**config.mk**
```make
export PLATFORM = sky130hd
export DESIGN_NAME = uart_apb_poller
export DESIGN_NICKNAME = d
export VERILOG_FILES = /design/src/rtl/uart_apb_poller_pkg.sv /design/src/rtl/apb_xfer_engine.sv /design/src/rtl/uart_apb_poller.sv
export SDC_FILE = /design/constraint.sdc
export NUM_CORES = 1
export LEC_CHECK = 0
export CORE_MARGIN = 3
export CORE_UTILIZATION = 40
export DETAILED_ROUTE_END_ITERATION = 8
export PLACE_DENSITY = 0.77
export SYNTH_ARGS = -nofsm -noshare
export SYNTH_HDL_FRONTEND = slang
export SYNTH_SLANG_ARGS = --single-unit
```
**constraint.sdc**
```tcl
create_clock -name PCLK -period 1.8 [get_ports PCLK]
set_input_delay 0.36 -clock PCLK [delete_from_list [all_inputs] [get_ports PCLK]]
set_output_delay 0.36 -clock PCLK [all_outputs]
set_load 0.01 [all_outputs]
```
**src/rtl/uart_apb_poller_pkg.sv**
```systemverilog
// Register map, STATUS bit positions and poller FSM states.
// Shared by uart_apb_poller and apb_xfer_engine.
package uart_apb_poller_pkg;

  localparam logic [4:0] ADDR_TXDATA = 5'h00;
  localparam logic [4:0] ADDR_RXDATA = 5'h04;
  localparam logic [4:0] ADDR_CTRL1  = 5'h08;
  localparam logic [4:0] ADDR_CTRL2  = 5'h0C;
  localparam logic [4:0] ADDR_STATUS = 5'h10;

  localparam int ST_TXRDY    = 0;
  localparam int ST_RXRDY    = 1;
  localparam int ST_PARITY   = 2;
  localparam int ST_OVERFLOW = 3;
  localparam int ST_FRAMING  = 4;

  typedef enum logic [2:0] {
    CFG1,
    CFG2,
    POLL,
    RD_RX,
    WR_TX
  } state_t;

  function automatic logic [7:0] sat_inc(input logic [7:0] v);
    return (v == 8'hFF) ? v : v + 8'd1;
  endfunction

endpackage

```
**src/rtl/apb_xfer_engine.sv**
```systemverilog
// Single-transfer APB sequencer: setup, access until PREADY.
// A new setup may be launched in the completing cycle.
module apb_xfer_engine
  import uart_apb_poller_pkg::*;
(
  input  logic       clk,
  input  logic       rst,
  input  logic       start,
  input  logic [4:0] addr,
  input  logic [7:0] wdata,
  input  logic       write,
  output logic       done,
  output logic [7:0] rdata,
  output logic       err,
  output logic [4:0] paddr,
  output logic       psel,
  output logic       penable,
  output logic       pwrite,
  output logic [7:0] pwdata,
  input  logic [7:0] prdata,
  input  logic       pready,
  input  logic       pslverr
);

  logic free;

  assign done  = psel & penable & pready;
  assign rdata = prdata;
  assign err   = done & pslverr;
  assign free  = ~psel | done;

  always_ff @(posedge clk) begin
    if (rst) begin
      psel    <= 1'b0;
      penable <= 1'b0;
      pwrite  <= 1'b0;
      paddr   <= '0;
      pwdata  <= '0;
    end else if (start && free) begin
      psel    <= 1'b1;
      penable <= 1'b0;
      pwrite  <= write;
      paddr   <= addr;
      pwdata  <= wdata;
    end else if (done) begin
      psel    <= 1'b0;
      penable <= 1'b0;
    end else if (psel) begin
      penable <= 1'b1;
    end
  end

endmodule

```
**src/rtl/uart_apb_poller.sv**
```systemverilog
// APB master that programs and polls a CoreUARTapb, bridging bytes to streams.
// UART_POLL_ERRCNT_EN adds saturating parity/framing/overflow counters.
module uart_apb_poller
  import uart_apb_poller_pkg::*;
#(
  parameter logic [12:0] BAUD_VALUE = 13'd1,
  parameter logic        PRG_BIT8   = 1'b1,
  parameter logic [1:0]  PRG_PARITY = 2'b00
) (
  input  logic       PCLK,
  input  logic       PRESET,
  output logic [4:0] PADDR,
  output logic       PSEL,
  output logic       PENABLE,
  output logic       PWRITE,
  output logic [7:0] PWDATA,
  input  logic [7:0] PRDATA,
  input  logic       PREADY,
  input  logic       PSLVERR,
  input  logic [7:0] TX_DATA,
  input  logic       TX_VALID,
  output logic       TX_READY,
  output logic [7:0] RX_DATA,
  output logic       RX_VALID,
  input  logic       RX_READY,
  output logic       CFG_DONE,
  output logic       APB_ERR
`ifdef UART_POLL_ERRCNT_EN
  ,
  output logic [7:0] PARITY_CNT,
  output logic [7:0] FRAMING_CNT,
  output logic [7:0] OVERFLOW_CNT
`endif
);

  state_t     state;
  state_t     nxt;
  logic       done;
  logic       err;
  logic [7:0] rdata;
  logic [4:0] addr;
  logic [7:0] wdata;
  logic       write;
  logic       rx_go;
  logic       tx_go;
  logic       unused_rdata;

  // A full output register leaves RXRDY pending in the UART FIFO.
  assign rx_go = rdata[ST_RXRDY] & ~RX_VALID;
  assign tx_go = rdata[ST_TXRDY] & TX_VALID;

  always_comb begin
    nxt = state;
    if (done) begin
      unique case (state)
        CFG1:    nxt = CFG2;
        CFG2:    nxt = POLL;
        POLL:    nxt = rx_go ? RD_RX : (tx_go ? WR_TX : POLL);
        default: nxt = POLL;
      endcase
    end
  end

  // Request follows the next state so setup starts with no idle gap.
  always_comb begin
    addr  = ADDR_STATUS;
    wdata = '0;
    write = 1'b0;
    unique case (nxt)
      CFG1: begin
        addr  = ADDR_CTRL1;
        wdata = BAUD_VALUE[7:0];
        write = 1'b1;
      end
      CFG2: begin
        addr  = ADDR_CTRL2;
        wdata = {BAUD_VALUE[12:8], PRG_PARITY, PRG_BIT8};
        write = 1'b1;
      end
      RD_RX: addr = ADDR_RXDATA;
      WR_TX: begin
        addr  = ADDR_TXDATA;
        wdata = TX_DATA;
        write = 1'b1;
      end
      default: ;
    endcase
  end

  apb_xfer_engine u_eng (
    .clk     (PCLK),
    .rst     (PRESET),
    .start   (1'b1),
    .addr    (addr),
    .wdata   (wdata),
    .write   (write),
    .done    (done),
    .rdata   (rdata),
    .err     (err),
    .paddr   (PADDR),
    .psel    (PSEL),
    .penable (PENABLE),
    .pwrite  (PWRITE),
    .pwdata  (PWDATA),
    .prdata  (PRDATA),
    .pready  (PREADY),
    .pslverr (PSLVERR)
  );

  always_ff @(posedge PCLK) begin
    if (PRESET) begin
      state    <= CFG1;
      CFG_DONE <= 1'b0;
      APB_ERR  <= 1'b0;
      TX_READY <= 1'b0;
      RX_VALID <= 1'b0;
      RX_DATA  <= '0;
    end else begin
      state    <= nxt;
      TX_READY <= done && (state == WR_TX);
      if (err)
        APB_ERR <= 1'b1;
      if (done && (state == CFG2))
        CFG_DONE <= 1'b1;
      if (done && (state == RD_RX)) begin
        RX_DATA  <= rdata;
        RX_VALID <= 1'b1;
      end else if (RX_VALID && RX_READY) begin
        RX_VALID <= 1'b0;
      end
    end
  end

`ifdef UART_POLL_ERRCNT_EN
  assign unused_rdata = ^rdata[7:5];

  always_ff @(posedge PCLK) begin
    if (PRESET) begin
      PARITY_CNT   <= '0;
      FRAMING_CNT  <= '0;
      OVERFLOW_CNT <= '0;
    end else if (done && (state == POLL)) begin
      if (rdata[ST_PARITY])
        PARITY_CNT <= sat_inc(PARITY_CNT);
      if (rdata[ST_FRAMING])
        FRAMING_CNT <= sat_inc(FRAMING_CNT);
      if (rdata[ST_OVERFLOW])
        OVERFLOW_CNT <= sat_inc(OVERFLOW_CNT);
    end
  end
`else
  assign unused_rdata = ^rdata[7:2];
`endif

endmodule

```
==> out/summary.rpt, run 1 <==
===========================================================================
Run status                                                     complete, no violations
Sequential group power                                               661 uW
Post-layout period usage                                              0.940
Total vias in the final route                                          1101
Maximum fanout along the worst path                                       3
Inserted tap cell count                                                  30
Switching share of power                                              0.227
Top non-seq family                                             simple AND/OR/NAND/NOR gates
GRT Total Usage                                                       0.188
Worst setup skew after layout                                       6.08 ps
Power Internal                                                       923 uW
Initial antenna violation count                                           0
Total Power                                                         1190 uW
Chain of cells forming the critical path                       clkdlybuf4s50_1, nand2b_1, nand4_1, a221o_2, or3_1, o211ai_1
Worst hold stages                                                         2
Worst setup slack before clock tree synthesis                       -416 ps
Number of sinks on the clock net                                         29
Comb_multi_in                                                            82
Synthesis-stage register bit count                                       29
Combinational gate area                                           508 sq um
Endpoint required time on the critical path                         2040 ps
Buffers excl. clock                                                      63
Comb pwr share                                                        0.118
Metal3 WL                                                            150 um
Largest stage delay on the critical path                             440 ps
Wirelength per Cell                                                 13.7 um
GR Util met1                                                          0.240
Reg2Reg Capture Point                                          u_eng.pwdata[0]
Area share of the largest cell type after synthesis                   0.514
Sequential standard cell area                                     583 sq um
Number of cells on the critical path                                      6
Number of instances in the synthesized netlist                          119
Hold violation total from the final report                                0
Critical Path Sink                                             u_eng.pwdata[0]
R2R setup slack                                                      160 ps
Startpoint of the tightest hold check path                     u_eng.paddr[3]
Total CTS buffers                                                         5
Final-stage net count                                                   205
Drt first pass iters                                                      4
Most congested layer reported by global routing                        met2
Die area                                                         3500 sq um
Hold worst-path end                                            u_eng.paddr[3]
Commonest cells after routing, fill and taps aside             sky130_fd_sc_hd__clkdlybuf4s50_1 (46), sky130_fd_sc_hd__dfxtp_1 (27), sky130_fd_sc_hd__nand2_1 (16), sky130_fd_sc_hd__buf_4 (15)
Seq/Total Area, Yosys                                                 0.514
Met3 capacity usage during global routing                            0.0654
Number of failing setup endpoints in the final timing report              0
Number of distinct library cells after synthesis                         34
Clk latency late pin                                                 320 ps
===========================================================================
### M2 wires, run 1

(6 px per um)
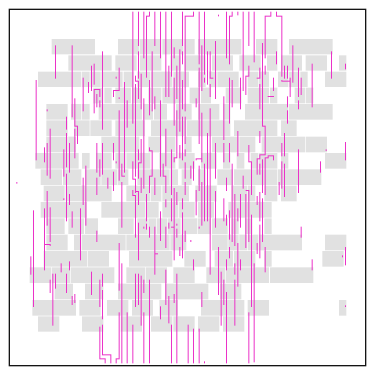
- nets with wire on the layer: 186
- main direction: vertical
- longest straight run: 27.5 um
met2 Resource Use GR: 0.287
total wirelength of the detailed-routed design: 2910 um

### I/O pins on the die edge, run 1

(8 px per um) Pins as bars across the die edge, other pins in grey.
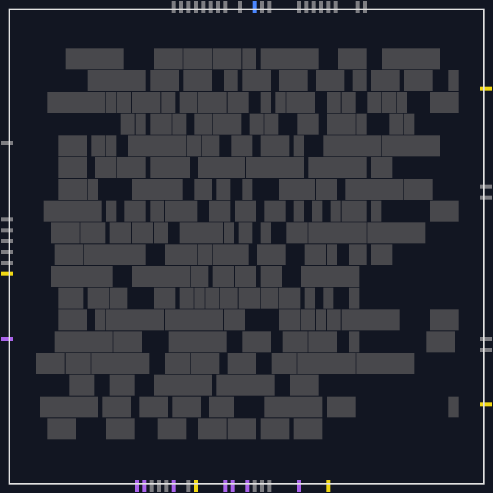
- blue: `TX_VALID` (pins 1; direction input; edge top)
- purple: `TX_DATA` (pins 8; direction input; edge 7 bottom, 1 left)
- yellow: `PADDR` (pins 5; direction output; edge 2 right, 2 bottom, 1 left)
- all pins by edge: 20 top, 16 bottom, 8 left, 6 right
die outline height: 59.1 um
quantity of I/O buffers inserted on ports: 47
Horiz. Die Dim: 59.1 um

### Power grid, run 1

(8 px per um) Pins as bars on the die edge. Tap cells in grey.
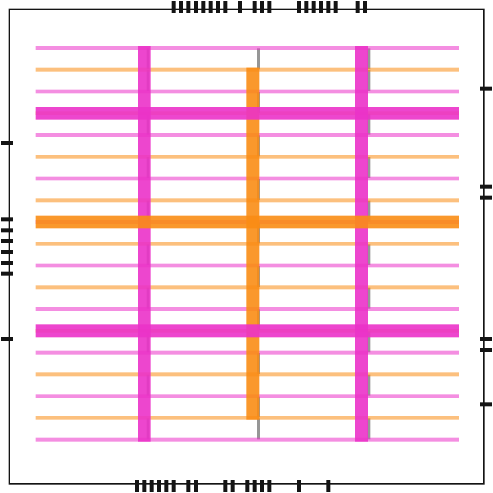
- magenta: VSS
- orange: VDD
- signal pins: 50
- met4 straps: 3
- met5 straps: 3
- rows: 18
worst IR drop on VDD: 0.639 mV
core area: 2590 sq um

### Cell outlines without signal wires, run 1

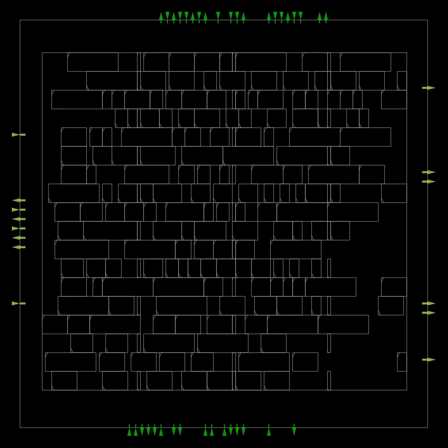

==> run 2: changes to the inputs <==
--- a/config.mk
+++ b/config.mk
@@ -7,7 +7,9 @@
 export LEC_CHECK = 0
 export CORE_MARGIN = 3
 export CORE_UTILIZATION = 40
+export CTS_CLUSTER_SIZE = 8
 export DETAILED_ROUTE_END_ITERATION = 8
+export GPL_TIMING_DRIVEN = 0
 export PLACE_DENSITY = 0.77
 export SYNTH_ARGS = -nofsm -noshare
 export SYNTH_HDL_FRONTEND = slang
### Cell outlines without signal wires, run 2

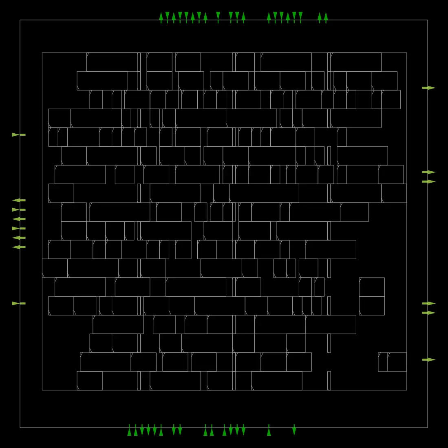
post-layout utilization of the core: 0.667
Final Non-Filler Cells: 204

==> run 2 against run 1 <==
Effect of this change:
- total power decreased by 0.44%
- non-clock buffer count decreased by 9
- sequential cell count unchanged
- highest routed layer unchanged
- die area unchanged
- first-iteration DRC count decreased by 33%
- via count decreased by 0.73%
- global-route usage decreased by 0.89 points
- area after synthesis unchanged
- routed wire length about the same
- clock power increased by 3%
- critical path type unchanged
==> out/summary.rpt, run 2 <==
===========================================================================
Run status                                                     complete, no violations
Startpoint of the tightest hold check path                           PRESET
Buffers excl. clock                                                      54   -14%
Endpoint required time on the critical path                         2060 ps   +20 ps
Sequential group power                                               660 uW   about the same
Worst IR drop on VDD                                               0.485 mV   -24%
Post-layout period usage                                              0.954   +0.0148
Number of instances in the synthesized netlist                          119   unchanged
Worst setup skew after layout                                       5.42 ps   -0.665 ps
Power Internal                                                       908 uW   -1.7%
Number of flip-flops and latches                                         29
Most congested layer reported by global routing                        met2
Wirelength per Cell                                                 14.3 um   +4.4%
Core area                                                        2590 sq um   unchanged
Die area                                                         3500 sq um   unchanged
Number of distinct library cells after synthesis                         34   unchanged
Hold worst-path end                                              RX_DATA[7]
Via count of the first global-routing pass                             1003
Initial antenna violation count                                           0   unchanged
Worst hold stages                                                         2   unchanged
Number of cells on the critical path                                      6   unchanged
Maximum fanout along the worst path                                       4   +1
Final critical path time including I/O delays and setup             1720 ps
Metal3 WL                                                            155 um   +3.3%
Number of failing setup endpoints in the final timing report              0   unchanged
Commonest cells after routing, fill and taps aside             sky130_fd_sc_hd__clkdlybuf4s50_1 (45), sky130_fd_sc_hd__dfxtp_1 (27), sky130_fd_sc_hd__nand2_1 (16), sky130_fd_sc_hd__nand3_1 (11), sky130_fd_sc_hd__a21oi_1 (10)
Reg2Reg Capture Point                                          u_eng.pwdata[6]
Chain of cells forming the critical path                       clkdlybuf4s50_1, nand2b_1, nand4_1, a221o_2, or3_1, o211ai_1
Total CTS buffers                                                         5   unchanged
Area share of the largest cell type after synthesis                   0.514   unchanged
Comb_multi_in                                                            82   unchanged
Horiz. Die Dim                                                      59.1 um   unchanged
Sequential standard cell area                                     588 sq um   +0.86%
Synthesis-stage register bit count                                       29   unchanged
GR Util met1                                                          0.233   -0.00743
Total vias in the final route                                          1093   -0.73%
Cell types with the highest counts after synthesis             sky130_fd_sc_hd__dfxtp_1 (29), sky130_fd_sc_hd__nand2_1 (16), sky130_fd_sc_hd__a21oi_1 (11), sky130_fd_sc_hd__nand3_1 (11)
I/O pin total                                                            50
Seq/Total Area, Yosys                                                 0.514   unchanged
Met3 capacity usage during global routing                            0.0349   -0.0305
Top non-seq family                                             simple AND/OR/NAND/NOR gates
Number of sinks on the clock net                                         29   unchanged
Clk latency late pin                                                 320 ps   about the same
Layout Cell Area excl Fill                                       1730 sq um
Die outline height                                                  59.1 um   unchanged
Met2 Resource Use GR                                                  0.273   -0.0142
Xor+xnor area frac                                                        0
Largest stage delay on the critical path                             440 ps   about the same
Total wirelength of the detailed-routed design                      2910 um   about the same
Drt first pass iters                                                      4   unchanged
Hold violation total from the final report                                0   unchanged
Comb pwr share                                                        0.106   -0.012
Mean instance size in the synthesized netlist                    9.49 sq um
GRT Total Usage                                                       0.179   -0.00889
Quantity of I/O buffers inserted on ports                                46   -2.1%
Combinational gate area                                           531 sq um   +4.4%
===========================================================================
Power and IR drop assume default switching activity.
